### The metal 3 layer, run 1

Drawn at 4 px/um. Cells faint in the background.
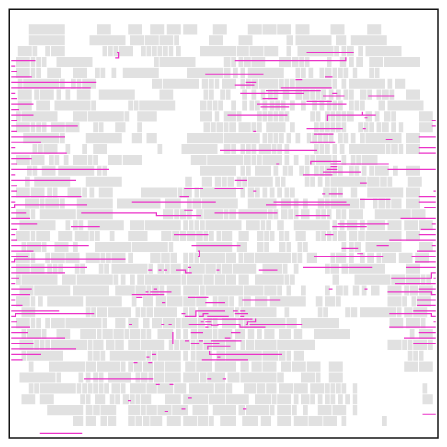
### Ports around the boundary, run 1

Drawn at 4 px/um. Pins as bars across the die edge, other pins in gray.
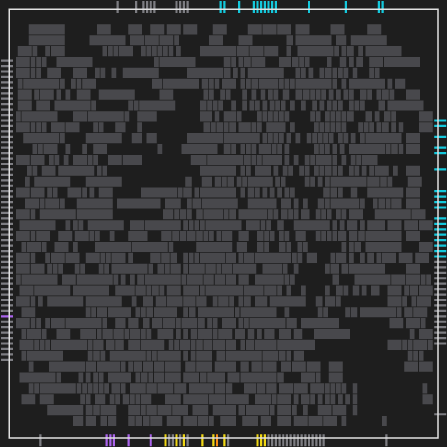
### Signal wires on met2, run 1

Drawn at 4 px/um. Cells faint in the background.
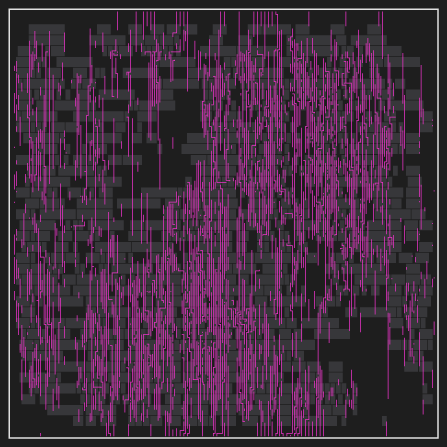
### src/rtl/mmips_run_monitor_if.sv
`default_nettype none
// ============================================================================
//  Module   : mmips_run_monitor_if
//  Purpose  : Bundles the data-memory read port and the dump stream port of
//             the mMIPS end-of-run monitor.
//  Ports    : mem_rd_en/bank/addr  monitor -> memory read request
//             mem_rd_data          memory -> monitor, 1 cycle after request
//             dump_valid/data/last monitor -> sink word stream
//             dump_ready           sink -> monitor acceptance
//  Modports : master = monitor side, slave = memory/sink side
//  Revision : 1.0 - initial release
// ============================================================================
interface mmips_run_monitor_if #(
   parameter int N_BANKS    = 64,
   parameter int BANK_DEPTH = 512,
   parameter int DATA_W     = 32
);
   localparam int BANK_W = (N_BANKS > 1) ? $clog2(N_BANKS) : 1;
   localparam int ADDR_W = $clog2(BANK_DEPTH);

   logic              mem_rd_en;
   logic [BANK_W-1:0] mem_rd_bank;
   logic [ADDR_W-1:0] mem_rd_addr;
   logic [DATA_W-1:0] mem_rd_data;
   logic              dump_valid;
   logic              dump_ready;
   logic [DATA_W-1:0] dump_data;
   logic              dump_last;

   modport master (
      output mem_rd_en, mem_rd_bank, mem_rd_addr,
      input  mem_rd_data,
      output dump_valid, dump_data, dump_last,
      input  dump_ready
   );

   modport slave (
      input  mem_rd_en, mem_rd_bank, mem_rd_addr,
      output mem_rd_data,
      input  dump_valid, dump_data, dump_last,
      output dump_ready
   );
endinterface
`default_nettype wire

### src/rtl/mmips_run_monitor.sv
`default_nettype none
// ============================================================================
//  Module   : mmips_run_monitor
//  Purpose  : End-of-run monitor for mMIPS. Counts enabled cycles from arm to
//             halt (HALT_PC seen) or cycle-budget timeout, then streams every
//             data-memory word out in bank-major order over valid/ready.
//  Ports    : clk      system clock, rising edge
//             rst_n    asynchronous active-low reset
//             en       processor enable, gates cycle counting
//             start    arm pulse, honoured in IDLE and DONE only
//             pc       processor PC bus
//             cycles   enabled cycles of the current / last run
//             done     dump complete, held until re-arm
//             timeout  run ended by MAX_CYCLES rather than HALT_PC
//             bus      memory read port + dump stream (master side)
//  Revision : 1.0 - initial release
// ============================================================================
module mmips_run_monitor #(
   parameter logic [31:0]      HALT_PC    = 32'h44,
   parameter int               N_BANKS    = 64,
   parameter int               BANK_DEPTH = 512,
   parameter int               DATA_W     = 32,
   parameter int               CYC_W      = 32,
   parameter logic [CYC_W-1:0] MAX_CYCLES = '0
) (
   input  wire logic              clk,
   input  wire logic              rst_n,
   input  wire logic              en,
   input  wire logic              start,
   input  wire logic [31:0]       pc,
   output      logic [CYC_W-1:0]  cycles,
   output      logic              done,
   output      logic              timeout,
   mmips_run_monitor_if.master    bus
);
   localparam int BANK_W = (N_BANKS > 1) ? $clog2(N_BANKS) : 1;
   localparam int ADDR_W = $clog2(BANK_DEPTH);
   localparam int TOTAL  = N_BANKS * BANK_DEPTH;
   localparam int IDX_W  = $clog2(TOTAL);
   localparam logic [IDX_W-1:0] LAST_IDX = IDX_W'(TOTAL - 1);

   typedef enum logic [2:0] {
      S_IDLE = 3'd0,
      S_RUN  = 3'd1,
      S_READ = 3'd2,
      S_CAPT = 3'd3,
      S_SEND = 3'd4,
      S_DONE = 3'd5
   } state_t;

   state_t            r_state;
   logic [CYC_W-1:0]  r_cycles;
   logic [IDX_W-1:0]  r_idx;
   logic              r_done;
   logic              r_timeout;
   logic              r_dump_valid;
   logic              r_dump_last;
   logic [DATA_W-1:0] r_dump_data;

   logic [CYC_W-1:0]  w_cyc_inc;
   logic              w_rd_fire;
   logic [IDX_W-1:0]  w_rd_idx;

   // Saturating increment: the counter sticks at all-ones instead of wrapping.
   assign w_cyc_inc = (&r_cycles) ? r_cycles : r_cycles + CYC_W'(1);

   // Next word is fetched on the accepting handshake so its data lands in the
   // following CAPT cycle; nothing is fetched after the last word.
   assign w_rd_fire = (r_state == S_SEND) && r_dump_valid && bus.dump_ready && !r_dump_last;
   assign w_rd_idx  = w_rd_fire ? r_idx + IDX_W'(1) : r_idx;

   assign bus.mem_rd_en   = (r_state == S_READ) || w_rd_fire;
   assign bus.mem_rd_bank = BANK_W'(32'(w_rd_idx) / BANK_DEPTH);
   assign bus.mem_rd_addr = ADDR_W'(32'(w_rd_idx) % BANK_DEPTH);

   assign bus.dump_valid = r_dump_valid;
   assign bus.dump_data  = r_dump_data;
   assign bus.dump_last  = r_dump_last;
   assign cycles         = r_cycles;
   assign done           = r_done;
   assign timeout        = r_timeout;

   always_ff @(posedge clk or negedge rst_n) begin
      if (!rst_n) begin
         r_state      <= S_IDLE;
         r_cycles     <= '0;
         r_idx        <= '0;
         r_done       <= 1'b0;
         r_timeout    <= 1'b0;
         r_dump_valid <= 1'b0;
         r_dump_last  <= 1'b0;
         r_dump_data  <= '0;
      end else begin
         case (r_state)
            S_IDLE, S_DONE: begin
               if (start) begin
                  r_state     <= S_RUN;
                  r_cycles    <= '0;
                  r_idx       <= '0;
                  r_done      <= 1'b0;
                  r_timeout   <= 1'b0;
                  r_dump_last <= 1'b0;
               end
            end
            S_RUN: begin
               if (en) begin
                  r_cycles <= w_cyc_inc;
                  // Halt has priority over a timeout landing on the same edge.
                  if (pc == HALT_PC) begin
                     r_state <= S_READ;
                  end else if ((MAX_CYCLES != '0) && (w_cyc_inc == MAX_CYCLES)) begin
                     r_state   <= S_READ;
                     r_timeout <= 1'b1;
                  end
               end
            end
            S_READ: begin
               r_state <= S_CAPT;
            end
            S_CAPT: begin
               r_dump_data  <= bus.mem_rd_data;
               r_dump_valid <= 1'b1;
               r_dump_last  <= (r_idx == LAST_IDX);
               r_state      <= S_SEND;
            end
            S_SEND: begin
               if (bus.dump_ready) begin
                  // Valid drops for the CAPT cycle so a word is never offered twice.
                  r_dump_valid <= 1'b0;
                  if (r_dump_last) begin
                     r_done  <= 1'b1;
                     r_state <= S_DONE;
                  end else begin
                     r_idx   <= r_idx + IDX_W'(1);
                     r_state <= S_CAPT;
                  end
               end
            end
            default: begin
               r_state <= S_IDLE;
            end
         endcase
      end
   end
endmodule
`default_nettype wire

### src/flat_wrapper.sv
// flat-port wrapper written by rule: the top's interface ports become plain ports
module mmips_run_monitor_flat 
#(
   parameter logic [31:0]      HALT_PC    = 32'h44,
   parameter int               N_BANKS    = 64,
   parameter int               BANK_DEPTH = 512,
   parameter int               DATA_W     = 32,
   parameter int               CYC_W      = 32,
   parameter logic [CYC_W-1:0] MAX_CYCLES = '0
)
  (clk, rst_n, en, start, pc, cycles, done, timeout, bus_mem_rd_en, bus_mem_rd_bank, bus_mem_rd_addr, bus_mem_rd_data, bus_dump_valid, bus_dump_data, bus_dump_last, bus_dump_ready);
  mmips_run_monitor_if #(.N_BANKS(N_BANKS), .BANK_DEPTH(BANK_DEPTH), .DATA_W(DATA_W)) bus_i ();
  input  wire logic clk;
  input  wire logic rst_n;
  input  wire logic en;
  input  wire logic start;
  input  wire logic [31:0] pc;
  output      logic [CYC_W-1:0] cycles;
  output      logic done;
  output      logic timeout;
  output wire logic [$bits(bus_i.mem_rd_en)-1:0] bus_mem_rd_en;
  output wire logic [$bits(bus_i.mem_rd_bank)-1:0] bus_mem_rd_bank;
  output wire logic [$bits(bus_i.mem_rd_addr)-1:0] bus_mem_rd_addr;
  input wire logic [$bits(bus_i.mem_rd_data)-1:0] bus_mem_rd_data;
  output wire logic [$bits(bus_i.dump_valid)-1:0] bus_dump_valid;
  output wire logic [$bits(bus_i.dump_data)-1:0] bus_dump_data;
  output wire logic [$bits(bus_i.dump_last)-1:0] bus_dump_last;
  input wire logic [$bits(bus_i.dump_ready)-1:0] bus_dump_ready;
  assign bus_mem_rd_en = bus_i.mem_rd_en;
  assign bus_mem_rd_bank = bus_i.mem_rd_bank;
  assign bus_mem_rd_addr = bus_i.mem_rd_addr;
  assign bus_i.mem_rd_data = bus_mem_rd_data;
  assign bus_dump_valid = bus_i.dump_valid;
  assign bus_dump_data = bus_i.dump_data;
  assign bus_dump_last = bus_i.dump_last;
  assign bus_i.dump_ready = bus_dump_ready;
  mmips_run_monitor #(.HALT_PC(HALT_PC), .N_BANKS(N_BANKS), .BANK_DEPTH(BANK_DEPTH), .DATA_W(DATA_W), .CYC_W(CYC_W), .MAX_CYCLES(MAX_CYCLES)) u_core (.clk(clk), .rst_n(rst_n), .en(en), .start(start), .pc(pc), .cycles(cycles), .done(done), .timeout(timeout), .bus(bus_i));
endmodule
### config.mk
export PLATFORM = sky130hd
export DESIGN_NAME = mmips_run_monitor_flat
export DESIGN_NICKNAME = d
export VERILOG_FILES = /design/src/rtl/mmips_run_monitor_if.sv /design/src/rtl/mmips_run_monitor.sv /design/src/flat_wrapper.sv
export SDC_FILE = /design/constraint.sdc
export NUM_CORES = 1
export LEC_CHECK = 0
export ABC_AREA = 1
export CORE_MARGIN = 1
export CORE_UTILIZATION = 45
export DETAILED_ROUTE_END_ITERATION = 10
export PLACE_DENSITY = 0.78
export SYNTH_ARGS = -nofsm -noshare
export SYNTH_HDL_FRONTEND = slang
export SYNTH_SLANG_ARGS = --single-unit
### constraint.sdc
create_clock -name clk -period 1.96 [get_ports clk]
set_input_delay 0.392 -clock clk [delete_from_list [all_inputs] [get_ports clk]]
set_output_delay 0.392 -clock clk [all_outputs]
set_load 0.02 [all_outputs]
==> reports/metrics.json, run 1 <==
{
  "layout.comb_gates.multi_input": {"value": 560},
  "first_global_vias": {"value": 5428},
  "core_area": {"value": 10500, "unit": "um^2"},
  "cpPeakStageDelay": {"value": 0.37, "unit": "ns"},
  "post-route-worst-setup-slack": {"value": -0.328, "unit": "ns"},
  "worst_path_slowest_cell": {"value": "sky130_fd_sc_hd__dfrtp_1"},
  "area.share.sequential": {"value": 0.284},
  "dr.pass1.iters": {"value": 5},
  "worst_ep_arrival_time": {"value": 1.90, "unit": "ns"},
  "netlist.area_leader.share": {"value": 0.430},
  "die-area": {"value": 11400, "unit": "um^2"},
  "run_status": {"value": "complete, but fails checks"},
  "n_clock_buffer": {"value": 11},
  "final_worst_path_cycle_share": {"value": 1.17},
  "synth.top_cells.by_area": {"value": "sky130_fd_sc_hd__dfrtp_1 43%, sky130_fd_sc_hd__nand2_1 25%, sky130_fd_sc_hd__nor2_1 6.3%"},
  "failing_checks": {"value": "setup timing"},
  "numSynthFlops": {"value": 85},
  "postSynthNetCount": {"value": 790},
  "final_net_count": {"value": 1003},
  "numSequentialCells": {"value": 85},
  "post-synth-top-area-cell": {"value": "sky130_fd_sc_hd__dfrtp_1"},
  "grt_first_pass_wirelength": {"value": 24.2, "unit": "mm"},
  "setup.worst_path.class": {"value": "register to primary output"},
  "setup_viol": {"value": 16},
  "post_synth.cell_area_avg": {"value": 6.88, "unit": "um^2"},
  "initial_detailed_routing_violation_count": {"value": 367},
  "clock.latency.late_pin": {"value": 0.36, "unit": "ns"},
  "worstPathBufferInverterCount": {"value": 4},
  "drive_gt1_frac": {"value": 0.177},
  "timing.setup.tns": {"value": -4.51, "unit": "ns"},
  "grt_antenna_before_repair": {"value": 0},
  "dominantRegCellSynth": {"value": "sky130_fd_sc_hd__dfrtp_1"},
  "final_common_cell": {"value": "sky130_fd_sc_hd__nand2_1"},
  "drt-wirelength-per-cell": {"value": 14.6, "unit": "um"},
  "power.switching_fraction": {"value": 0.403},
  "setup.worst_path.start": {"value": "u_core.r_state[2]"},
  "drv.max_cap_violation_count": {"value": 0},
  "nFillCells": {"value": 801},
  "cp.depth": {"value": 8},
  "total_clock_buffers_created_by_cts": {"value": 9},
  "cts-root-to-sink-buffers": {"value": 2},
  "rr_worst_depth": {"value": 9}
}
Back to the opening pictures, 'The metal 3 layer':
The layer carries 1320 um of wire. The layer holds 8.5% of the routed length. 169 nets have wire on it.

Back to the opening pictures, 'Ports around the boundary':
Key: `bus_mem_rd_bank` = purple [pins 6, direction output, edge 5 bottom, 1 left]; `start` = orange [pins 1, direction input, edge bottom]; `cycles` = cyan [pins 32, direction output, edge 18 right, 14 top]; `bus_mem_rd_addr` = yellow [pins 9, direction output, edge bottom]
All pins by edge: 56 left, 38 bottom, 35 right, 24 top.

Back to the opening pictures, 'Signal wires on met2':
The longest straight run is 38.1 um. The wires run mostly vertical. The layer carries 7690 um of wire. The layer holds 49% of the routed length. 829 nets have wire on it.

==> run 1: routing by layer <==
layer / track usage / wire length [um] / vias up
met1: 0.310 / 5980 / 2566
met3: 0.0553 / 1320 / 66
li1: - / - / 2661
met5: 0 / 0 / -
met2: 0.467 / 7690 / 296
met4: 0.123 / 640 / 0
==> run 1: synthesized netlist by cell type (all sizes together) (3+ instances only) <==
| cell | n |
|---|---|
| nand2 | 334 |
| nor2 | 89 |
| dfrtp | 85 |
| inv | 60 |
| o21ai | 54 |
| nand3 | 37 |
| buf | 13 |
| xnor2 | 10 |
| xor2 | 9 |
| nor3 | 5 |
| nand4 | 4 |
| or2 | 4 |
| clkbuf | 3 |
==> run 1: path summary, 6_finish.rpt <==
kind                                       endpoint  slack, ns
max in group asynchronous          u_core.r_idx[14]       1.41
max reg2reg                       u_core.cycles[28]       0.14
min in group clk           u_core.bus.dump_data[30]       0.48
max                              bus_mem_rd_addr[0]      -0.33
min                               u_core.cycles[18]      0.005
min reg2reg                u_core.bus.dump_data[30]       0.48
==> run 1: flip-flops by register name (all words and copies together) (netlist names) <==
name	count
u_core.bus.dump_data	32
u_core.bus.dump_valid	1
u_core.cycles	32
u_core.done	1
u_core.r_state	3
u_core.r_idx	15
u_core.bus.dump_last	1
==> run 1: cells by family (layout without fill, tap and decap cells) <==
family | count (synthesis) | in the layout | share of synthesized area
AND/OR/NAND/NOR | 477 | 480 | 0.399
flip-flops | 85 | 85 | 0.430
AND-OR/OR-AND | 58 | 58 | 0.0602
adder cells (fa/ha/maj) | 2 | 2 | 0.00506
other | 1 | 1 | 0.000758
buffers and inverters | 77 | 292 | 0.0711
XOR/XNOR | 19 | 19 | 0.0336
==> run 2: changes to the inputs <==
HOLD_SLACK_MARGIN = 0.02   (was unset)
### Ports around the boundary, run 2

Drawn at 4 px/um. Pins as bars across the die edge, other pins in gray.
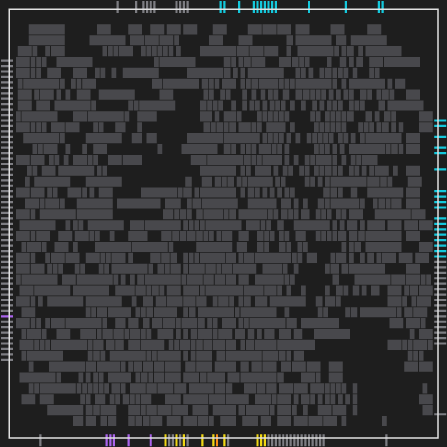
Key: `bus_mem_rd_addr` = yellow [pins 9, direction output, edge bottom]; `bus_mem_rd_bank` = purple [pins 6, direction output, edge 5 bottom, 1 left]; `start` = orange [pins 1, direction input, edge bottom]; `cycles` = cyan [pins 32, direction output, edge 18 right, 14 top]
All pins by edge: 56 left, 38 bottom, 35 right, 24 top.

### Signal wires on met2, run 2

Drawn at 4 px/um. Cells faint in the background.
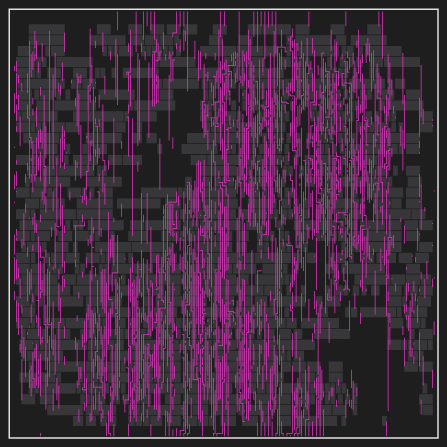
The layer holds 49% of the routed length. The layer carries 7690 um of wire. The longest straight run is 38.1 um.

### Routed metal per tile, run 2

Drawn at 4 px/um. The die is cut into 21 by 21 equal tiles; dark blue is low, red is high, scaled to the fullest tile. Values are wire area over tile area, all layers added.
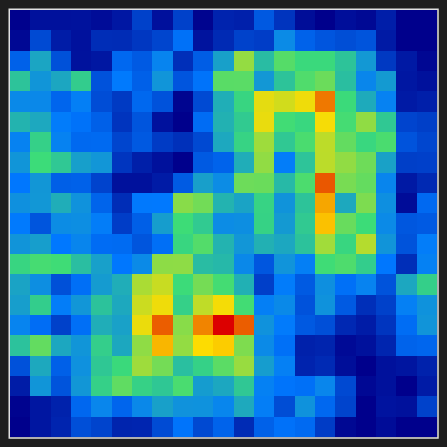
The mean over all tiles is 0.23. The emptiest ninth of the die: bottom right. 17% of the tiles are over half the peak. The fullest tile reaches 0.78.

==> run 2 against run 1 <==
Worst hold slack better by 0.47 ns; die size stayed put; the run still ends with setup timing left; worst setup slack better by 0.00099 ns; critical path type unchanged; area after synthesis stayed put; clock power hardly changed.
==> reports/metrics.json, run 2 <==
{
  "total_clock_buffers_created_by_cts": {"value": 9, "change": "unchanged"},
  "core_area": {"value": 10500, "unit": "um^2", "change": "unchanged"},
  "run_status": {"value": "complete, but fails checks"},
  "initial_detailed_routing_violation_count": {"value": 388, "change": "+5.7%"},
  "rows": {"value": 37},
  "rr_worst_depth": {"value": 9, "change": "unchanged"},
  "grt_first_pass_wirelength": {"value": 24.2, "unit": "mm", "change": "about the same"},
  "drt-wirelength-per-cell": {"value": 14.6, "unit": "um", "change": "about the same"},
  "first_global_vias": {"value": 5428, "change": "unchanged"},
  "min_to": {"value": "u_core.bus.dump_data[30]"},
  "setup.worst_path.class": {"value": "register to primary output"},
  "final_common_cell": {"value": "sky130_fd_sc_hd__nand2_1"},
  "setup_viol": {"value": 16, "change": "unchanged"},
  "global_route.usage.met2": {"value": 0.468, "change": "about the same"},
  "power.switching_fraction": {"value": 0.403, "change": "about the same"},
  "post-route-worst-setup-slack": {"value": -0.327, "unit": "ns", "change": "+0.000985 ns"},
  "worst_ep_arrival_time": {"value": 1.89, "unit": "ns", "change": "about the same"},
  "met3_use_gr": {"value": 0.0553, "change": "unchanged"},
  "worst_path_slowest_cell": {"value": "sky130_fd_sc_hd__dfrtp_1"},
  "cpPeakStageDelay": {"value": 0.37, "unit": "ns", "change": "about the same"},
  "synth_top_cell_by_count": {"value": "sky130_fd_sc_hd__nand2_1"},
  "clock.latency.late_pin": {"value": 0.36, "unit": "ns", "change": "about the same"},
  "worst_setup_path_endpoint": {"value": "bus_mem_rd_addr[4]"},
  "failing_checks": {"value": "setup timing"},
  "numSynthFlops": {"value": 85, "change": "unchanged"},
  "detailed_route_wirelength_on_metal3": {"value": 1.29, "unit": "mm", "change": "-2.2%"},
  "r2r_slack": {"value": 0.13, "unit": "ns", "change": "about the same"},
  "layout_min_cycle_time": {"value": 2.29, "unit": "ns"},
  "met2RoutedLength": {"value": 7.69, "unit": "mm", "change": "about the same"},
  "grt_antenna_before_repair": {"value": 0, "change": "unchanged"},
  "post_synth_most_frequent_cells": {"value": "329 x sky130_fd_sc_hd__nand2_1, 85 x sky130_fd_sc_hd__dfrtp_1, 83 x sky130_fd_sc_hd__nor2_1"},
  "die-area": {"value": 11400, "unit": "um^2", "change": "unchanged"},
  "dr.pass1.iters": {"value": 5, "change": "unchanged"},
  "setup.worst_path.start": {"value": "u_core.r_state[2]"},
  "dominantRegCellSynth": {"value": "sky130_fd_sc_hd__dfrtp_1"},
  "cts-root-to-sink-buffers": {"value": 2, "change": "unchanged"},
  "power_density": {"value": 895, "unit": "nW/um^2"},
  "post_synth.cell_area_avg": {"value": 6.88, "unit": "um^2", "change": "unchanged"},
  "grt-busiest-layer": {"value": "met2"},
  "drv.max_cap_violation_count": {"value": 0, "change": "unchanged"},
  "synth.top_cells.by_area": {"value": "sky130_fd_sc_hd__dfrtp_1 43%, sky130_fd_sc_hd__nand2_1 25%, sky130_fd_sc_hd__nor2_1 6.3%"},
  "worstPathBufferInverterCount": {"value": 4, "change": "unchanged"},
  "post-synth-top-area-cell": {"value": "sky130_fd_sc_hd__dfrtp_1"},
  "drive_gt1_frac": {"value": 0.177, "change": "-0.000189"},
  "use_met1": {"value": 0.310, "change": "unchanged"},
  "postSynthNetCount": {"value": 790, "change": "unchanged"},
  "cp.depth": {"value": 9, "change": "+1"},
  "final_net_count": {"value": 1004, "change": "+0.10%"}
}
==> run 2: netlist changes by cell type in the layout (fill, tap and decap cells not counted), sizes merged <==
cell / delta
dlygate4sd3: +1
==> run 2: cells by family after synthesis <==
logic type | Yosys count | share of synthesized area
AND/OR/NAND/NOR | 477 | 0.399
flip-flops | 85 | 0.430
buffers and inverters | 77 | 0.0711
AND-OR/OR-AND | 58 | 0.0602
XOR/XNOR | 19 | 0.0336
adder cells (fa/ha/maj) | 2 | 0.00506
other | 1 | 0.000758
==> run 2: per-stage QoR <==
step | setup slack (ns) | hold WS [ns] | instances | setup TNS (ns)
2_1_floorplan | -0.0190 | 0.0964 | 719 | -0.0190
3_3_place_gp | -0.475 | 0.399 | 1041 | -6.50
3_5_place_dp | -0.500 | 0.403 | 1041 | -7.00
4_1_cts | -0.315 | 0.480 | 1068 | -3.67
5_1_grt | -0.417 | 0.510 | 1074 | -5.99
6_report | -0.327 | 0.476 | 1074 | -4.46
==> run 2: final cells by class <==
class / count / area (um^2) / share of cell area
multi-input combinational: 560 / 2730 / 0.363
sequential: 85 / 2130 / 0.284
timing repair buffer: 216 / 2040 / 0.272
inverter: 61 / 234 / 0.0312
tap: 136 / 170 / 0.0227
clock buffer: 11 / 141 / 0.0188
clock inverter: 5 / 60.1 / 0.00800
==> run 2: tightest hold or removal path, delay by kind of cell, from the launching register on <==
family	cells	cell delay, ns
DFF	1	0.35
and+or+nand+nor	2	0.10
==> run 2: what timing repair did <==
action | in CTS | in global routing
resized | 119 | 34
hold buffers | 1 | 0
buffers inserted | 9 | 4
pin swaps | 15 | 19
endpoints found under the hold margin | 2 | 0
gates cloned | 1 | 2
endpoints found under the setup margin | 16 | 43
==> run 3: changes to the inputs <==
CORE_MARGIN = unset   (was 1)
### Routing congestion, run 3

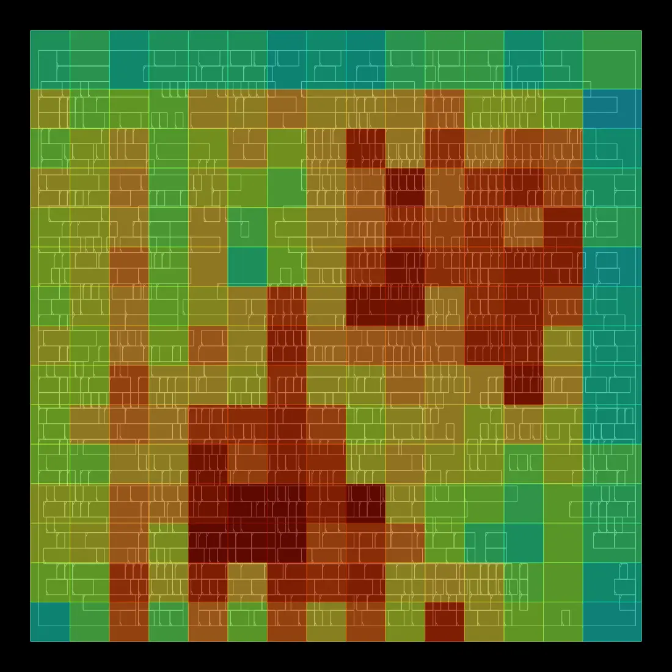
combined global-route utilization of all metal layers: 0.266
Routed wire per std cell: 14.6 um
met1 GRT Util: 0.310

### Ports around the boundary, run 3

Drawn at 4 px/um. Pins as bars across the die edge, other pins in gray.
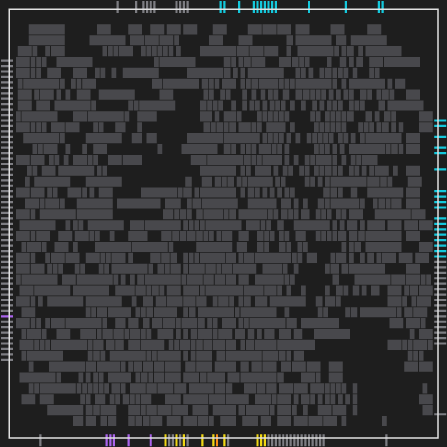
Key: `start` = orange [pins 1, direction input, edge bottom]; `bus_mem_rd_addr` = yellow [pins 9, direction output, edge bottom]; `cycles` = cyan [pins 32, direction output, edge 18 right, 14 top]; `bus_mem_rd_bank` = purple [pins 6, direction output, edge 5 bottom, 1 left]

### The metal 3 layer, run 3

Drawn at 4 px/um. Cells faint in the background.
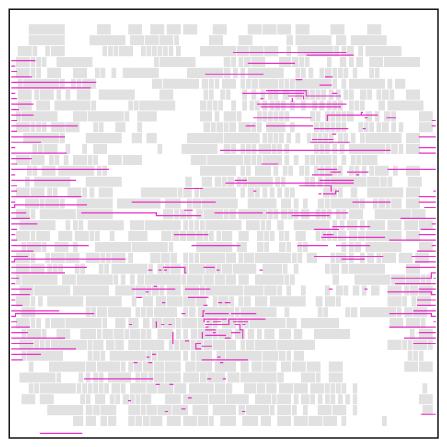
The wires run mostly horizontal. The longest straight run is 42.3 um.

==> run 3 against run 2 <==
The run still ends with setup timing left; worst hold slack stayed put; power stayed put; synthesized cell count stayed put; global-route usage stayed put; worst setup slack stayed put; sequential cell count stayed put; non-clock buffer count stayed put; fmax stayed put; die size stayed put; clock power hardly changed; utilization stayed put; final area stayed put; critical path type unchanged; critical endpoint unchanged; highest routed layer unchanged.
==> reports/metrics.json, run 3 <==
{
  "min_to": {"value": "u_core.bus.dump_data[30]"},
  "cp.depth": {"value": 9, "change": "unchanged"},
  "worst_path_slowest_cell": {"value": "sky130_fd_sc_hd__dfrtp_1"},
  "dr.pass1.iters": {"value": 5, "change": "unchanged"},
  "cts-root-to-sink-buffers": {"value": 2, "change": "unchanged"},
  "numSynthFlops": {"value": 85, "change": "unchanged"},
  "total_clock_buffers_created_by_cts": {"value": 9, "change": "unchanged"},
  "clock.latency.late_pin": {"value": 0.36, "unit": "ns", "change": "about the same"},
  "drive_gt1_frac": {"value": 0.177, "change": "unchanged"},
  "setup_viol": {"value": 16, "change": "unchanged"},
  "setup.worst_path.class": {"value": "register to primary output"},
  "drv.max_cap_violation_count": {"value": 0, "change": "unchanged"},
  "synth.top_cells.by_area": {"value": "sky130_fd_sc_hd__dfrtp_1 43%, sky130_fd_sc_hd__nand2_1 25%, sky130_fd_sc_hd__nor2_1 6.3%"},
  "post_synth_most_frequent_cells": {"value": "329 x sky130_fd_sc_hd__nand2_1, 85 x sky130_fd_sc_hd__dfrtp_1, 83 x sky130_fd_sc_hd__nor2_1"},
  "dominantRegCellSynth": {"value": "sky130_fd_sc_hd__dfrtp_1"},
  "failing_checks": {"value": "setup timing"},
  "worst_ep_arrival_time": {"value": 1.89, "unit": "ns", "change": "about the same"},
  "power.switching_fraction": {"value": 0.403, "change": "unchanged"},
  "post-route-worst-setup-slack": {"value": -0.327, "unit": "ns", "change": "unchanged"},
  "rows": {"value": 37, "change": "unchanged"},
  "run_status": {"value": "complete, but fails checks"},
  "grt_first_pass_wirelength": {"value": 24.2, "unit": "mm", "change": "unchanged"}
}
## run 3: cell counts after synthesis
No cell type changed its count.
## run 3: cell type report
cell class	instances	area [um^2]	share of cell area
clock buffers	11	141	0.0188
clock inverters	5	60.1	0.00800
inverters	61	234	0.0312
multi-input cells	560	2730	0.363
flip-flops and latches	85	2130	0.284
well taps	136	170	0.0227
repair buffers	216	2040	0.272
## run 3: power groups by stage
stage          Combinational, mW  Clock (mW)  Sequential (mW)
2_1_floorplan               1.18           0             2.83
3_3_place_gp                2.79           0             2.38
3_5_place_dp                2.85           0             2.40
4_1_cts                     2.91        1.30             2.39
5_1_grt                     3.28        1.39             2.43
6_report                    3.04        1.29             2.39
## run 3: stage by stage
step,std cells,hold WS [ns],util,area [um^2]
floorplan,719,0.0964,-,4950
detailed placement,1041,0.403,0.658,6910
global route,1074,0.510,0.714,7510
finish,1074,0.476,0.714,7510
CTS,1068,0.480,0.697,7320
global placement,1041,0.399,0.658,6910
## run 3: what timing repair did
action	4_1_cts	5_1_grt
resized	119	34
gates cloned	1	2
pin swaps	15	19
hold buffers	1	0
hold endpoints to repair	2	0
setup endpoints to repair	16	43
buffers inserted	9	4
## run 3: per-layer routing
metal | vias up | part of all wire | wire (um) | global-route usage
met1 | 2583 | 0.38 | 6010 | 0.310
li1 | 2661 | - | - | -
met3 | 70 | 0.082 | 1290 | 0.0553
met5 | - | 0 | 0 | 0
met2 | 279 | 0.49 | 7690 | 0.468
met4 | 0 | 0.042 | 653 | 0.123
## run 3: logic make-up (layout without fill, tap and decap cells)
group           after synthesis  in the layout  synth area share
other cells                   1              1          0.000758
fa+ha+maj                     2              2           0.00506
xor+xnor                     19             19            0.0336
buf+inv                      77            293            0.0711
flops                        85             85             0.430
compound gates               58             58            0.0602
simple gates                477            480             0.399
Power figures rest on the tool's default switching activity, not on a simulated workload.
